==> images/met1.png <==
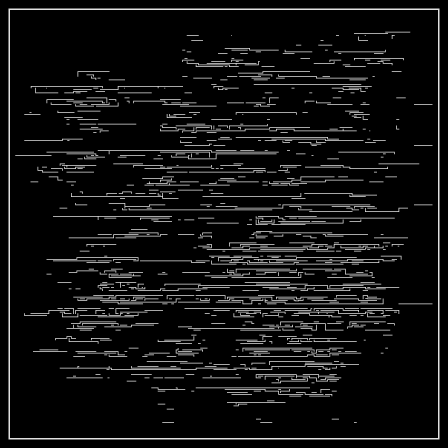
==> images/met2.png <==
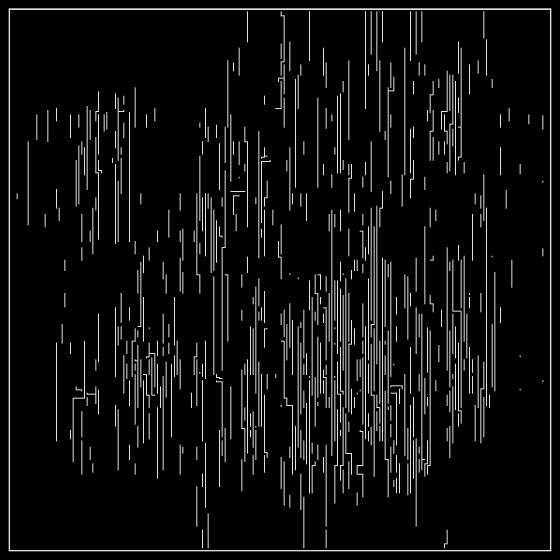
==> images/met3.png <==
Bar = 20 um. Cells faint in the background.
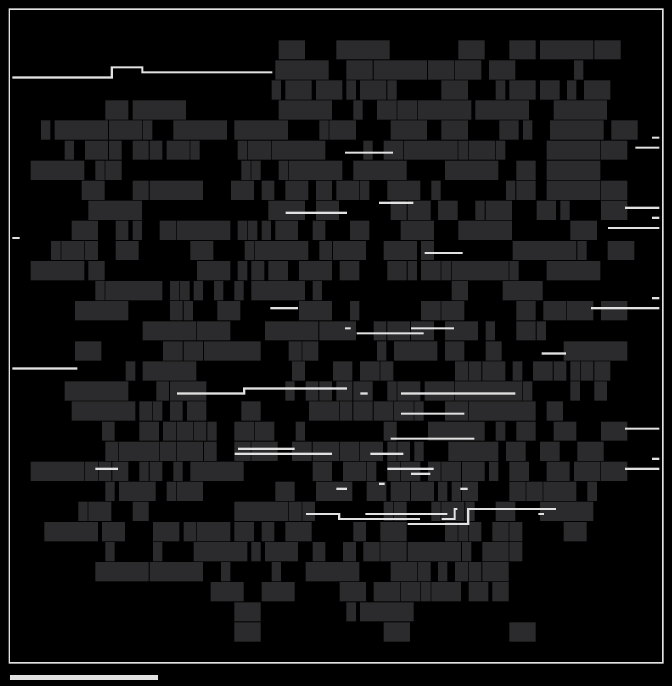
==> images/met4.png <==
Bar = 20 um.
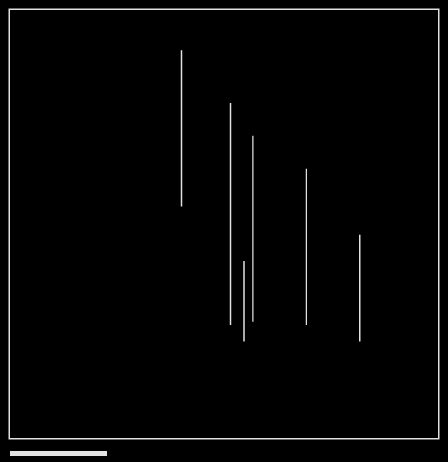
==> images/final_congestion.png <==
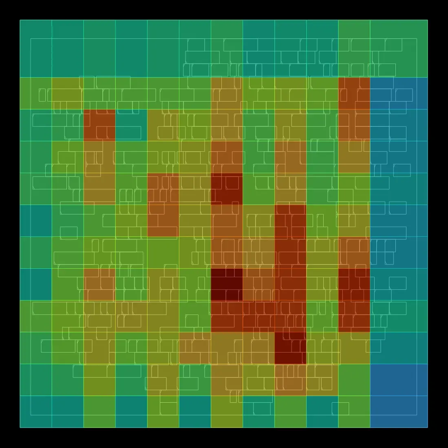
==> config.mk <==
export PLATFORM = sky130hd
export DESIGN_NAME = led_pwm_fader
export DESIGN_NICKNAME = d
export VERILOG_FILES = /design/src/rtl/led_pwm_pkg.sv /design/src/rtl/pwm_timebase.sv /design/src/rtl/led_pwm_fader.sv
export SDC_FILE = /design/constraint.sdc
export NUM_CORES = 1
export LEC_CHECK = 0
export CAP_MARGIN = 20
export CORE_MARGIN = 2
export CORE_UTILIZATION = 40
export DETAILED_ROUTE_END_ITERATION = 10
export PLACE_DENSITY = 0.62
export SETUP_SLACK_MARGIN = 0.15
export SLEW_MARGIN = 20
export SYNTH_ARGS = -nofsm -noshare
export SYNTH_HDL_FRONTEND = slang
export SYNTH_SLANG_ARGS = --single-unit
==> constraint.sdc <==
create_clock -name clk -period 2.6 [get_ports clk]
set_input_delay 0.26 -clock clk [delete_from_list [all_inputs] [get_ports clk]]
set_output_delay 0.26 -clock clk [all_outputs]
set_load 0.05 [all_outputs]
==> changes_impl.md <==
### Physical design

* DR pass1 iterations at 4
* Min Tclk post-route at 2.318 ns
* Count of library flops with an enable pin at 0
* Logic area at 1778 sq um
* Yosys cell count at 336
* DRC Markers at 0
* Std-Cell Rows at 30
* Crit path DAT at 2.57 ns
* CP Cell Sequence: inv_2 -> ha_4 -> o41ai_1 -> a31oi_1 -> o31a_1 -> or4b_1 -> a21oi_1
* Outcome: complete, no violations
* Post-Synthesis Cells at 336
* Die X at 88.36 um
* Port Buffers at 28
* GP Congestion at 0.9541
* Most common logic cells in the final layout: 44 x dfxtp_1, 37 x nor2_1, 28 x clkdlybuf4s50_1, 26 x nand2_1, 20 x inv_1
* CP max FO at 12
* Dominant cell area share at 34.46%
* Finished Cell Area at 3485 sq um
* Tapcell Cnt at 96
* Final Hold Fails at 0
* Initial antenna violation count at 0
* Worst VDD drop at 0.0002545 V
* Pleak at 0.001291 uW
* Mapped Avg Cell Area at 8.472 sq um
* Post-CTS Setup Bufs at 0
* Met2 routed WL at 2.994 mm
* Largest cell class: combinational gates
* RSZ-0062 raised after global routing: no
* Final Power at 1276 uW
* YS chip area at 2846 sq um
* Fillers at 695
* CTS buffer count at 5
* Buf/Inv on CP at 1
* Count leader, synth: dfxtp_1
* ANT cells at 0
* Critical Path Sink Type: register
* YS warnings at 0
* Synth Area in XOR/XNOR at 5.231%
* Chip area at 7807 sq um
* Post-route ant nets at 0
* R2R Setup Slk at 0.28 ns
Notes on met1.png above:
longest straight run = 29.4 um
nets with wire on the layer = 374
M1 GR Usage: 24.10%
Via Count: 2540
WL final: 6.769 mm

Notes on met2.png above:
nets with wire on the layer = 322
main direction = vertical
longest straight run = 40.1 um
M2 GR Usage: 28.09%

Notes on met3.png above:
main direction = horizontal
share of all routed wire = 4.0%
wire length on this layer = 273 um
longest straight run = 17.5 um
M3 GR Usage: 3.638%

Notes on met4.png above:
wire length on this layer = 186 um
longest straight run = 45.6 um
nets with wire on the layer = 6
main direction = vertical

Notes on final_congestion.png above:
GRT Total Usage: 17.96%
detail-routed net length per standard cell: 14.40 um
Layout Utilization: 51.01%
Most Crowded Layer GR: met2

No activity file was given, so power comes from the tool's default toggle rates.
